**Run 1: signal wires on met1**

Drawn at 12 px/um. Supply wires on this layer in gray.
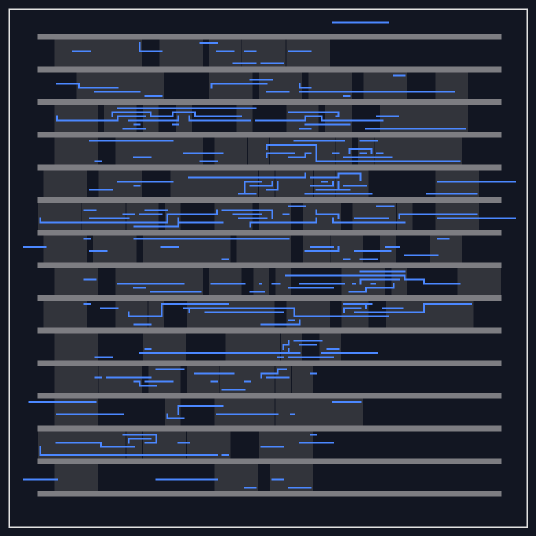
**Run 1: signal wires on met2**

Drawn at 12 px/um.
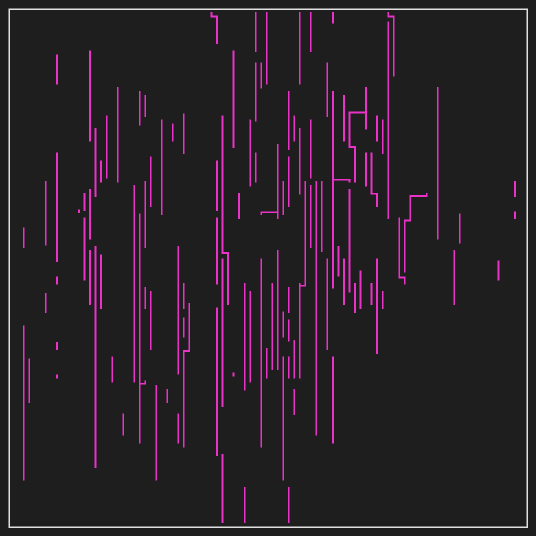
**Run 1: signal wires on met3**

Drawn at 12 px/um.
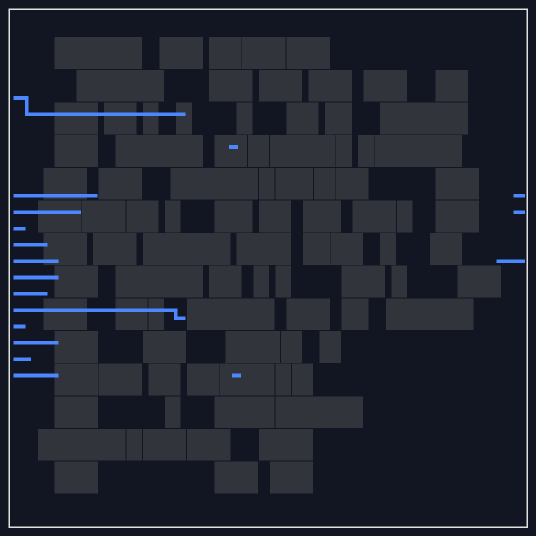
--- config.mk ---
export PLATFORM = sky130hd
export DESIGN_NAME = alu_mux_arbiter
export DESIGN_NICKNAME = d
export VERILOG_FILES = /design/src/rtl/alu_mux_arbiter.sv
export SDC_FILE = /design/constraint.sdc
export NUM_CORES = 1
export LEC_CHECK = 0
export CORE_MARGIN = 2
export CORE_UTILIZATION = 39
export CTS_CLUSTER_SIZE = 30
export DETAILED_ROUTE_END_ITERATION = 10
export GPL_ROUTABILITY_DRIVEN = 1
export PLACE_DENSITY = 0.8
export SLEW_MARGIN = 20
export SYNTH_ARGS = -nofsm -noshare
export SYNTH_HDL_FRONTEND = slang
export SYNTH_SLANG_ARGS = --single-unit
--- constraint.sdc ---
create_clock -name clk -period 2.43 [get_ports clk]
set_input_delay 0.243 -clock clk [delete_from_list [all_inputs] [get_ports clk]]
set_output_delay 0.243 -clock clk [all_outputs]
set_load 0.01 [all_outputs]
--- src/rtl/alu_mux_arbiter.sv ---
// Round-robin arbiter that owns the select of a 4-bit 2:1 mux shared by two
// burst requesters, and registers the selected beat with a valid flag and source tag.
module alu_mux_arbiter (
    input  logic       clk,
    input  logic       rst,
    input  logic       req0,
    input  logic       req1,
    input  logic [1:0] len0,
    input  logic [1:0] len1,
    input  logic [3:0] d0,
    input  logic [3:0] d1,
    output logic       gnt0,
    output logic       gnt1,
    output logic       sel,
    output logic [3:0] out,
    output logic       out_valid,
    output logic       out_src,
    output logic       busy
);

    localparam logic [1:0] IDLE   = 2'd0;
    localparam logic [1:0] GRANT0 = 2'd1;
    localparam logic [1:0] GRANT1 = 2'd2;

    logic [1:0] state_q, state_d;
    logic       last_q, last_d;
    logic [1:0] beats_q, beats_d;
    logic       sel_q, sel_d;
    logic [3:0] out_q, out_d;
    logic       out_valid_q, out_valid_d;
    logic       out_src_q, out_src_d;

    logic       arbValid;
    logic       arbIdx;
    logic       burstDone;

    // On a tie the requester that did not win last time gets the path.
    assign arbValid = req0 | req1;
    assign arbIdx   = (req0 && req1) ? ~last_q : req1;

    always_comb begin
        state_d     = state_q;
        last_d      = last_q;
        beats_d     = beats_q;
        sel_d       = sel_q;
        out_d       = out_q;
        out_valid_d = 1'b0;
        out_src_d   = out_src_q;
        burstDone   = 1'b0;

        case (state_q)
            IDLE: begin
                burstDone = 1'b1;
            end
            GRANT0: begin
                out_d       = d0;
                out_valid_d = 1'b1;
                out_src_d   = 1'b0;
                if (beats_q != 2'd0) beats_d = beats_q - 2'd1;
                else                 burstDone = 1'b1;
            end
            GRANT1: begin
                out_d       = d1;
                out_valid_d = 1'b1;
                out_src_d   = 1'b1;
                if (beats_q != 2'd0) beats_d = beats_q - 2'd1;
                else                 burstDone = 1'b1;
            end
            default: begin
                state_d = IDLE;
            end
        endcase

        // Re-arbitrating on the last beat lets back-to-back bursts run without a bubble.
        if (burstDone) begin
            if (arbValid) begin
                state_d = arbIdx ? GRANT1 : GRANT0;
                beats_d = arbIdx ? len1 : len0;
                last_d  = arbIdx;
                sel_d   = arbIdx;
            end else begin
                state_d = IDLE;
            end
        end
    end

    always_ff @(posedge clk) begin
        if (rst) begin
            state_q     <= IDLE;
            last_q      <= 1'b1;
            beats_q     <= 2'd0;
            sel_q       <= 1'b0;
            out_q       <= 4'h0;
            out_valid_q <= 1'b0;
            out_src_q   <= 1'b0;
        end else begin
            state_q     <= state_d;
            last_q      <= last_d;
            beats_q     <= beats_d;
            sel_q       <= sel_d;
            out_q       <= out_d;
            out_valid_q <= out_valid_d;
            out_src_q   <= out_src_d;
        end
    end

    assign gnt0      = (state_q == GRANT0);
    assign gnt1      = (state_q == GRANT1);
    assign busy      = (state_q != IDLE);
    assign sel       = sel_q;
    assign out       = out_q;
    assign out_valid = out_valid_q;
    assign out_src   = out_src_q;

endmodule

==> impl_metrics.env, run 1 <==
# physical design summary
export IMPL_drv_cap=0
export IMPL_syn_to_final_growth_pct=52.2
export IMPL_syn_avg_cell_area_um2=9.29
export IMPL_slowest_stage="or3b_1"
export IMPL_ys_cells=64
export IMPL_wl_per_cell_um=11.9
export IMPL_synth_xor_xnor_area_share=0
export IMPL_cts_clk_slew_worst_paths_ps=80
export IMPL_crit_buf_inv=1
export IMPL_status="finished, final reports clean"
export IMPL_post_cts_buffers=0
export IMPL_final_cell_mix="25 x clkdlybuf4s50_1, 12 x dfxtp_1, 9 x nor2_1, 7 x mux2i_1, 6 x a211oi_1"
export IMPL_coreArea_mm2=0.00147
export IMPL_r2r_slack_ps=440
export IMPL_cp_max_fo=4
export IMPL_warnings=29
export IMPL_hold_viol=0
export IMPL_rows=14
export IMPL_path_delay_family="simple AND/OR/NAND/NOR gates"
export IMPL_worstSetupStartpointType="flop"
export IMPL_rsz0062_at_grt="no"
export IMPL_synthCells=64
export IMPL_fp_nets=84
export IMPL_ant_nets=0
export IMPL_synth_compound_area_share=0.173
export IMPL_r2r_end="beats_q[1]"
export IMPL_p_seq_frac=0.396
export IMPL_yosys_area_share_adder=0.0842
export IMPL_ctsLongestPathBuffers=2
export IMPL_ctsResizeCount=0
export IMPL_track_usage=0.162
export IMPL_power_frac_comb=0.336
export IMPL_critPathLaunch="state_q[0]"
export IMPL_switching_power_uw=180
export IMPL_end_kind="flop"
export IMPL_antennaDiodeCount=0
export IMPL_fillers=156
export IMPL_cts_root_buffer="clkbuf_4"
export IMPL_cp_depth=6
export IMPL_place_hpwl_mm=1.02
export IMPL_largest_register_ff_count=4
export IMPL_synth_seq_share=0.404
export IMPL_reg2reg_depth=6
export IMPL_rr_startpoint="state_q[0]"
export IMPL_internal_power_uw=432
export IMPL_hold_path_class="flop to flop"
export IMPL_ys_types=21
export IMPL_endpoint="beats_q[1]"
export IMPL_ios=26
export IMPL_slew_viol_final=0
export IMPL_fmax_mhz=502
export IMPL_crit_chain="inv_1 > ha_1 > or3b_1 > a211o_1 > mux2_4 > nor2_1"
export IMPL_gr_total_overflow=0
export IMPL_design_area_um2=905
export IMPL_worstPathRequired_ps=2640
export IMPL_post_drt_via_cell_ratio=5.04
export IMPL_fin_cells=108
export IMPL_setup_viol=0
export IMPL_io_buffers=25
export IMPL_drive_above_1_share=0.0761
export IMPL_die_h_um=43.0
export IMPL_dieArea_mm2=0.00185
export IMPL_place_area_um2=868
export IMPL_cts_tree="done"
export IMPL_initial_core_util=0.404
export IMPL_gp_congestion=0.751
export IMPL_synth_area_mux_share=0.143
export IMPL_p_leak_uw=0.000362
export IMPL_ir_drop_uv=381
export IMPL_yosysWarnings=0
export IMPL_power_frac_clock=0.267
export IMPL_ctsHoldBuffers=0
export IMPL_h_tree_depth=1
export IMPL_drt_iter0_drc=8
export IMPL_period_minus_slack_ps=1990
export IMPL_grt_pass1_wl_mm=2.18
export IMPL_grt_max_degree=13
export IMPL_yosys_area_um2=594
export IMPL_fin_util=0.615
export IMPL_post_place_ws_ps=470
export IMPL_setup_tns_ps=0
export IMPL_worstMarginPinSlew_ps=418
export IMPL_dr_pass1_iters=3
export IMPL_antenna_found_initial=0
export IMPL_finalPower_uw=612
export IMPL_fin_ws_ps=438
export IMPL_clk_latency_ps=280
export IMPL_nets=113
export IMPL_crit_type="flop to flop"
export IMPL_swShare=0.293
export IMPL_die_w_um=43.0
export IMPL_simple_gate_share=0.145
export IMPL_holdWs_ps=489
export IMPL_timing_slew_headroom=0.720
export IMPL_grt_pass1_vias=534
export IMPL_synth_cell_area_um2=594
export IMPL_crit_arrival_ps=2210
export IMPL_drc=0
export IMPL_critical_path_max_stage_delay_ps=400
export IMPL_power_density_mw_per_mm2=677
export IMPL_netlist_logic_family_top="AND-OR/OR-AND gates"
export IMPL_numCtsBuffers=3
export IMPL_fin_crit_sh=0.820
export IMPL_fin_skew_ps=1.11
export IMPL_dp_cells=104
export IMPL_lay_top_count="clkdlybuf4s50_1"
export IMPL_cts_sinks=12
export IMPL_ys_ff=12
Back to the opening pictures, 'signal wires on met1':
The longest straight run is 14.7 um. 94 nets have wire on it. The wires run mostly horizontal. The layer holds 44% of the routed length.
grt met1 use: 0.178
final WL: 1.29 mm
Via Count: 544

Back to the opening pictures, 'signal wires on met2':
The longest straight run is 21.1 um. The layer carries 630 um of wire. The wires run mostly vertical.
met2 GRT Util: 0.282

Back to the opening pictures, 'signal wires on met3':
The longest straight run is 13.3 um. The layer carries 67.4 um of wire. 17 nets have wire on it. The layer holds 5.2% of the routed length.

[run 1: cell type report]
| type | instances | area, um2 | area share |
|---|---|---|---|
| flip-flops and latches | 12 | 240 | 0.266 |
| inverters | 5 | 18.8 | 0.0207 |
| multi-input cells | 44 | 324 | 0.358 |
| repair buffers | 27 | 265 | 0.293 |
| well taps | 16 | 20.0 | 0.0221 |
| clock buffers | 4 | 36.3 | 0.0401 |
[run 1: synth_stat cells, drive strengths merged]
master  count  area share
a211o       1       0.015
a211oi      6       0.076
a21boi      1       0.013
a21oi       2       0.017
a221o       1       0.017
a22oi       1       0.013
a311oi      1       0.015
and2        1       0.011
clkbuf      3       0.019
dfxtp      12        0.40
ha          4       0.084
inv         5       0.032
mux2        1       0.025
mux2i       7        0.12
nand2       2       0.013
nand3b      1       0.013
nor2        9       0.057
nor2b       2       0.021
nor3        2       0.017
o21ai       1      0.0084
or3b        1       0.015
[run 1: worst min path at each step]
stage	from	end	slack [ps]	cells after the start
after floorplan	rst	beats_q[0]	320	1
after global placement	out[1]	out[1]	470	2
after detailed placement	out[1]	out[1]	480	2
after CTS	out[1]	out[1]	490	2
after global routing	out[1]	out[1]	500	2
final	out[1]	out[1]	490	2
[run 1: power by group through the flow]
stage	Sequential (uW)	Clock (uW)	Combinational [uW]
floorplan	252	0	107
global placement	246	0	203
detailed placement	247	0	207
CTS	243	168	208
global route	247	172	227
finish	243	164	206
[run 1: worst reg2reg max path: stages, from the launching register on]
cell and delay (ps):
dfxtp_1 390, inv_1 80, ha_1 300, or3b_1 400, a211o_1 370, mux2_4 310
nor2_1 80
[run 1: routing by layer]
metal,part of all wire,wire (um),global-route usage
met3,0.052,67,0.0383
met4,0.015,19,0.0909
met2,0.49,629,0.282
met5,0,0,0
met1,0.44,571,0.178
## Run 2: what changed since run 1
--- a/config.mk
+++ b/config.mk
@@ -6,11 +6,11 @@
 export NUM_CORES = 1
 export LEC_CHECK = 0
 export CORE_MARGIN = 2
-export CORE_UTILIZATION = 39
+export CORE_UTILIZATION = 36
 export CTS_CLUSTER_SIZE = 30
 export DETAILED_ROUTE_END_ITERATION = 10
 export GPL_ROUTABILITY_DRIVEN = 1
-export PLACE_DENSITY = 0.8
+export PLACE_DENSITY = 0.78
 export SLEW_MARGIN = 20
 export SYNTH_ARGS = -nofsm -noshare
 export SYNTH_HDL_FRONTEND = slang
==> constraint.sdc (replaced) <==
create_clock -name clk -period 1.6 [get_ports clk]
set_input_delay 0.16 -clock clk [delete_from_list [all_inputs] [get_ports clk]]
set_output_delay 0.16 -clock clk [all_outputs]
set_load 0.01 [all_outputs]
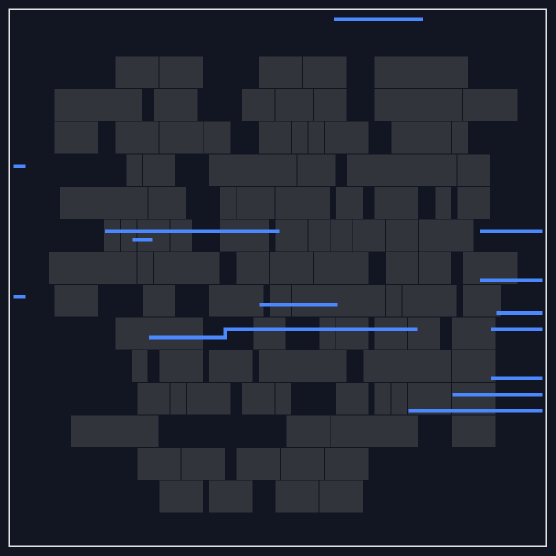
**Above:** run 2 (signal wires on met3).
Drawn at 12 px/um.
The longest straight run is 15.9 um. The layer carries 92.5 um of wire.

==> impl_metrics.env, run 2 <==
# physical design summary
export IMPL_crit_chain="inv_2 > ha_4 > or3b_4 > buf_4 > a21oi_2 > nand2_1 > a221o_1"
export IMPL_timing_slew_headroom=0.827
export IMPL_track_usage=0.170
export IMPL_cts_clk_slew_worst_paths_ps=80
export IMPL_grt_pass1_wl_mm=2.44
export IMPL_fin_cells=117
export IMPL_h_tree_depth=1
export IMPL_final_cell_mix="22 x clkdlybuf4s50_1, 11 x buf_4, 10 x dfxtp_1, 9 x nor2_1, 7 x mux2i_1"
export IMPL_cp_max_fo=3
export IMPL_ys_cells=64
export IMPL_numCtsBuffers=3
export IMPL_drv_cap=0
export IMPL_post_drt_via_cell_ratio=4.99
export IMPL_dieArea_mm2=0.00199
export IMPL_crit_type="flop to flop"
export IMPL_edf_count=0
export IMPL_warnings=32
export IMPL_antenna_found_initial=0
export IMPL_cts_sinks=12
export IMPL_post_place_ws_ps=-185
export IMPL_ant_nets=0
export IMPL_hold_path_class="flop to flop"
export IMPL_power_density_mw_per_mm2=993
export IMPL_synth_area_top_cells="dfxtp_1 40%, mux2i_1 12%, ha_1 8.4%"
export IMPL_hold_viol=0
export IMPL_top_cell_area_share=0.404
export IMPL_worstPathRequired_ps=1760
export IMPL_grt_pass1_vias=532
export IMPL_fin_crit_sh=1.13
export IMPL_synth_cell_area_um2=594
export IMPL_nets=122
export IMPL_grt_max_degree=12
export IMPL_hold_path_depth=2
export IMPL_fin_skew_ps=0.366
export IMPL_rsz0062_at_grt="yes"
export IMPL_cts_tree="done"
export IMPL_cts_root_buffer="clkbuf_4"
export IMPL_synth_top_flop_cell="dfxtp_1"
export IMPL_worstSetupStartpointType="flop"
export IMPL_yosys_area_um2=594
export IMPL_top_area_cell="dfxtp_1"
export IMPL_largest_register_ff_count=4
export IMPL_die_h_um=44.6
export IMPL_async_flop_share=0
export IMPL_critical_path_max_stage_delay_ps=370
export IMPL_drt_iter0_drc=8
export IMPL_gr_total_overflow=0
export IMPL_syn_avg_cell_area_um2=9.29
export IMPL_setup_viol=6
export IMPL_ctsLongestPathBuffers=2
export IMPL_dr_pass1_iters=4
export IMPL_p_leak_uw=0.000445
export IMPL_ctsHoldBuffers=0
export IMPL_ys_ff=12
export IMPL_place_hpwl_mm=1.08
export IMPL_die_w_um=44.6
export IMPL_drive_above_1_share=0.257
export IMPL_initial_core_util=0.390
export IMPL_fin_ws_ps=-204
export IMPL_slew_viol_final=0
export IMPL_wirelength_mm=1.52
export IMPL_period_minus_slack_ps=1800
export IMPL_design_area_mm2=0.00101
export IMPL_rows=14
export IMPL_yosysWarnings=0
export IMPL_ys_top_cells_by_count="12 x dfxtp_1, 9 x nor2_1, 7 x mux2i_1, 6 x a211oi_1, 5 x inv_1"
export IMPL_ios=26
export IMPL_worstMarginPinSlew_ps=257
export IMPL_violations="negative setup slack"
export IMPL_end_kind="flop"
export IMPL_num_vias=584
export IMPL_synth_top_cell_by_count="dfxtp_1"
export IMPL_synth_seq_share=0.404
export IMPL_io_buffers=25
export IMPL_syn_to_final_growth_pct=69.9
export IMPL_fp_nets=84
export IMPL_wl_per_cell_um=13.0
export IMPL_slowest_stage="or3b_4"
export IMPL_reg2reg_depth=7
export IMPL_holdWs_ps=494
export IMPL_lay_top_count="clkdlybuf4s50_1"
export IMPL_finalPower_uw=1000
export IMPL_drc=0
export IMPL_synthCells=64
export IMPL_dp_cells=111
export IMPL_ys_types=21
export IMPL_coreArea_mm2=0.00152
export IMPL_clk_latency_ps=270
export IMPL_antennaDiodeCount=0
export IMPL_gp_congestion=0.731
export IMPL_ir_drop_uv=667
export IMPL_crit_arrival_ps=1970
export IMPL_status="finished, violations left"
export IMPL_fmax_mhz=554
export IMPL_place_area_um2=938
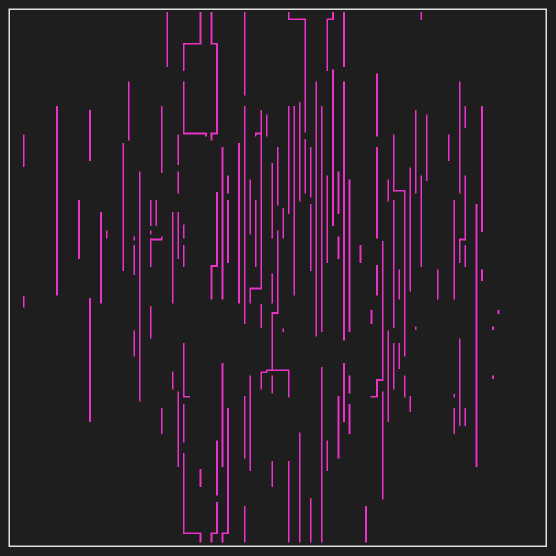
**Above:** run 2 (signal wires on met2).
Drawn at 12 px/um.
The longest straight run is 21.8 um. The wires run mostly vertical.

## run 2: cell counts after synthesis
No cell type changed its count.
## run 2: logic make-up after synthesis
logic type | share of synthesized area
flops | 0.404
compound gates | 0.173
simple gates | 0.145
fa+ha+maj | 0.0842
mux | 0.143
buf+inv | 0.0505
## run 2: routing by layer
layer | vias to the layer above | track usage | routed length [um]
met3 | 2 | 0.0531 | 92
met4 | 0 | 0.0545 | 23
li1 | 296 | - | -
met5 | - | 0 | 0
met2 | 19 | 0.301 | 769
met1 | 267 | 0.191 | 630
## run 2: worst paths after layout
path               from     end  slack [ps]
max          state_q[0]  last_q        -200
min              out[3]  out[3]         490
max reg2reg  state_q[0]  last_q        -200
min reg2reg      out[3]  out[3]         490
## run 2: final cells by class
class / count / area [um2]
Clock buffer: 4 / 36.3
Fill cell: 113 / 514
Inverter: 5 / 18.8
Multi-Input combinational cell: 44 / 355
Sequential cell: 12 / 243
Tap cell: 16 / 20.0
Timing Repair Buffer: 36 / 337
## run 2: worst max-delay path, delay by kind of cell (launching register included)
family	cells	cell delay, ps
AND-OR/OR-AND	2	440
AND/OR/NAND/NOR	2	450
buffers and inverters	2	210
flip-flops	1	340
adder cells (fa/ha/maj)	1	260
## run 2: repair_timing
| item | 4_1_cts | 5_1_grt |
|---|---|---|
| pin swaps | 1 | 1 |
| buffers inserted | 2 | 0 |
| resized | 3 | 4 |
| setup endpoints to repair | 6 | 8 |
## run 2: report_power, final
group / switching (uW) / leakage [uW] / total [uW] / internal, uW
sequential: 25.8 / 0.0000997 / 368 / 343
combinational: 163 / 0.000324 / 389 / 226
clock: 107 / 0.0000210 / 245 / 138
## run 2: per-stage QoR
step | util | TNS, ps
global route | 0.663 | -1210
floorplan | - | -422
global placement | 0.616 | -366
finish | 0.663 | -799
CTS | 0.653 | -779
detailed placement | 0.616 | -514
## Run 3: what changed since run 2
--- a/config.mk
+++ b/config.mk
@@ -5,12 +5,15 @@
 export SDC_FILE = /design/constraint.sdc
 export NUM_CORES = 1
 export LEC_CHECK = 0
+export ABC_CLOCK_PERIOD_IN_PS = 1600
+export CAP_MARGIN = 5
 export CORE_MARGIN = 2
 export CORE_UTILIZATION = 36
 export CTS_CLUSTER_SIZE = 30
 export DETAILED_ROUTE_END_ITERATION = 10
 export GPL_ROUTABILITY_DRIVEN = 1
 export PLACE_DENSITY = 0.78
+export SKIP_LAST_GASP = 1
 export SLEW_MARGIN = 20
 export SYNTH_ARGS = -nofsm -noshare
 export SYNTH_HDL_FRONTEND = slang
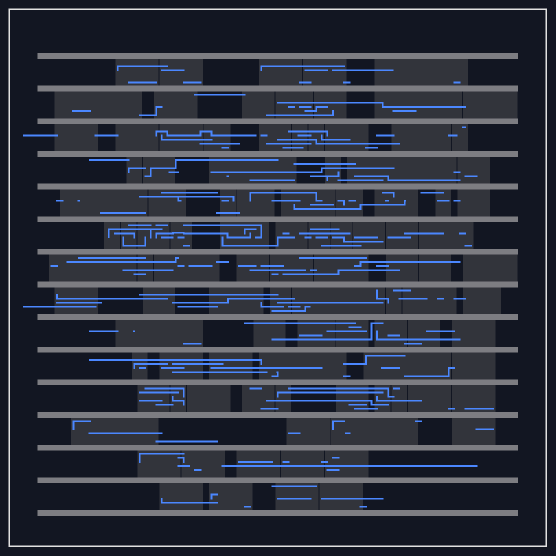
**Above:** run 3 (signal wires on met1).
Drawn at 12 px/um. Supply wires on this layer in gray.
105 nets have wire on it. The layer carries 625 um of wire. The longest straight run is 21.2 um.

==> impl_metrics.env, run 3 <==
# physical design summary
export IMPL_ys_cells=64
export IMPL_design_area_mm2=0.00101
export IMPL_end_kind="flop"
export IMPL_worstMarginPinSlew_ps=253
export IMPL_syn_to_final_growth_pct=69.9
export IMPL_rr_startpoint="state_q[0]"
export IMPL_dr_pass1_iters=4
export IMPL_die_h_um=44.6
export IMPL_wl_per_cell_um=12.9
export IMPL_gp_congestion=0.731
export IMPL_final_cell_mix="22 x clkdlybuf4s50_1, 11 x buf_4, 10 x dfxtp_1, 9 x nor2_1, 7 x mux2i_1"
export IMPL_violations="negative setup slack"
export IMPL_num_vias=583
export IMPL_coreArea_mm2=0.00152
export IMPL_ir_drop_uv=668
export IMPL_worstPathRequired_ps=1820
export IMPL_cts_sinks=12
export IMPL_edf_count=0
export IMPL_ctsResizeCount=2
export IMPL_dieArea_mm2=0.00199
export IMPL_antennaDiodeCount=0
export IMPL_place_hpwl_mm=1.08
export IMPL_nets=122
export IMPL_gr_total_overflow=0
export IMPL_cts_clk_slew_worst_paths_ps=80
export IMPL_ctsLongestPathBuffers=2
export IMPL_grt_max_degree=12
export IMPL_synthCells=64
export IMPL_ctsHoldBuffers=0
export IMPL_largest_register_ff_count=4
export IMPL_drv_cap=0
export IMPL_period_minus_slack_ps=1780
export IMPL_post_drt_via_cell_ratio=4.98
export IMPL_track_usage=0.170
export IMPL_fmax_mhz=561
export IMPL_place_area_um2=938
export IMPL_cts_tree="done"
export IMPL_grt_pass1_wl_mm=2.44
export IMPL_cts_root_buffer="clkbuf_4"
export IMPL_synth_seq_share=0.404
export IMPL_async_flop_share=0
export IMPL_io_buffers=25
export IMPL_ys_types=21
export IMPL_holdWs_ps=494
export IMPL_lay_top_count="clkdlybuf4s50_1"
export IMPL_yosys_area_um2=594
export IMPL_die_w_um=44.6
export IMPL_top_area_cell="dfxtp_1"
export IMPL_comb_area_um2=355
export IMPL_p_leak_uw=0.000445
export IMPL_fillers=114
export IMPL_drc=0
export IMPL_min_delay_start="out[3]"
export IMPL_initial_core_util=0.390
export IMPL_hold_path_depth=2
export IMPL_grt_pass1_vias=533
export IMPL_fin_ws_ps=-183
export IMPL_cp_max_fo=4
export IMPL_post_cts_buffers=2
export IMPL_antenna_found_initial=0
export IMPL_synth_top_cell_by_count="dfxtp_1"
export IMPL_hold_path_class="flop to flop"
export IMPL_ys_ff=12
export IMPL_setup_tns_ps=-735
export IMPL_setup_viol=6
export IMPL_status="finished, violations left"
export IMPL_top_cell_area_share=0.404
export IMPL_power_density_mw_per_mm2=990
export IMPL_synth_cell_area_um2=594
export IMPL_fp_nets=84
export IMPL_h_tree_depth=1
export IMPL_hold_viol=0
export IMPL_fin_util=0.663
export IMPL_synth_top_flop_cell="dfxtp_1"
export IMPL_ios=26
export IMPL_area_sequential_um2=243
export IMPL_drive_above_1_share=0.257
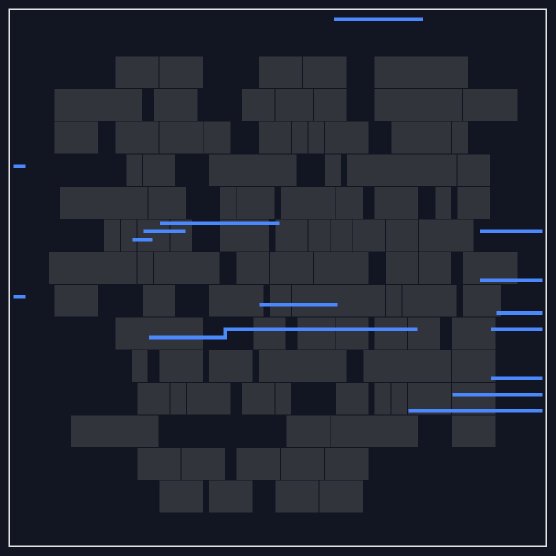
**Above:** run 3 (signal wires on met3).
Drawn at 12 px/um.
14 nets have wire on it. The wires run mostly horizontal. The longest straight run is 15.9 um. The layer holds 6.0% of the routed length.

## run 3: cell counts in the layout (fill, tap and decap cells not counted)
Identical to the previous run, type by type.
## run 3: cell type report
type                    instances  area share
multi-input cells              44       0.352
clock buffers                   4      0.0359
inverters                       5      0.0186
repair buffers                 36       0.333
flip-flops and latches         12       0.240
well taps                      16      0.0198
## run 3: metrics by stage
stage	worst slack, ps	cells
after floorplan	-156	64
after CTS	-172	117
after global placement	-137	111
after global routing	-235	117
final	-183	117
after detailed placement	-185	111
## run 3: worst max path at each step
stage,from,to,slack [ps],cells after the start
floorplan,state_q[0],beats_q[1],-160,6
CTS,state_q[0],beats_q[1],-170,6
global placement,state_q[1],beats_q[1],-140,6
global route,state_q[1],beats_q[1],-230,6
finish,state_q[0],beats_q[1],-180,6
detailed placement,state_q[0],beats_q[1],-190,6
## run 3: power breakdown
part	total, uW	switching (uW)	leakage [uW]	internal (uW)
clock	244	105	0.0000210	138
sequential	368	25.8	0.0000997	343
combinational	388	162	0.000324	226
## run 3: per-layer routing
metal  share of wire  up-vias  wire length (um)  global-route usage
li1                -      298                 -                   -
met1            0.41      263               624               0.191
met2            0.51       20               769               0.301
met3           0.060        2                91              0.0531
met4           0.015        0                23              0.0545
met5               0        -                 0                   0
## run 3: cells by family after synthesis
family / after synthesis / synth area share
buffers and inverters: 8 / 0.0505
adder cells (fa/ha/maj): 4 / 0.0842
flip-flops: 12 / 0.404
AND-OR/OR-AND: 14 / 0.173
AND/OR/NAND/NOR: 18 / 0.145
multiplexers: 8 / 0.143
## run 3: worst max-delay path, stage by stage, from the launching register on
cell     delay (ps)
dfxtp_2         340
inv_2            50
ha_4            260
or3b_4          370
a211o_1         330
mux2_4          310
nor2_1           70
Power figures rest on the tool's default switching activity, not on a simulated workload.
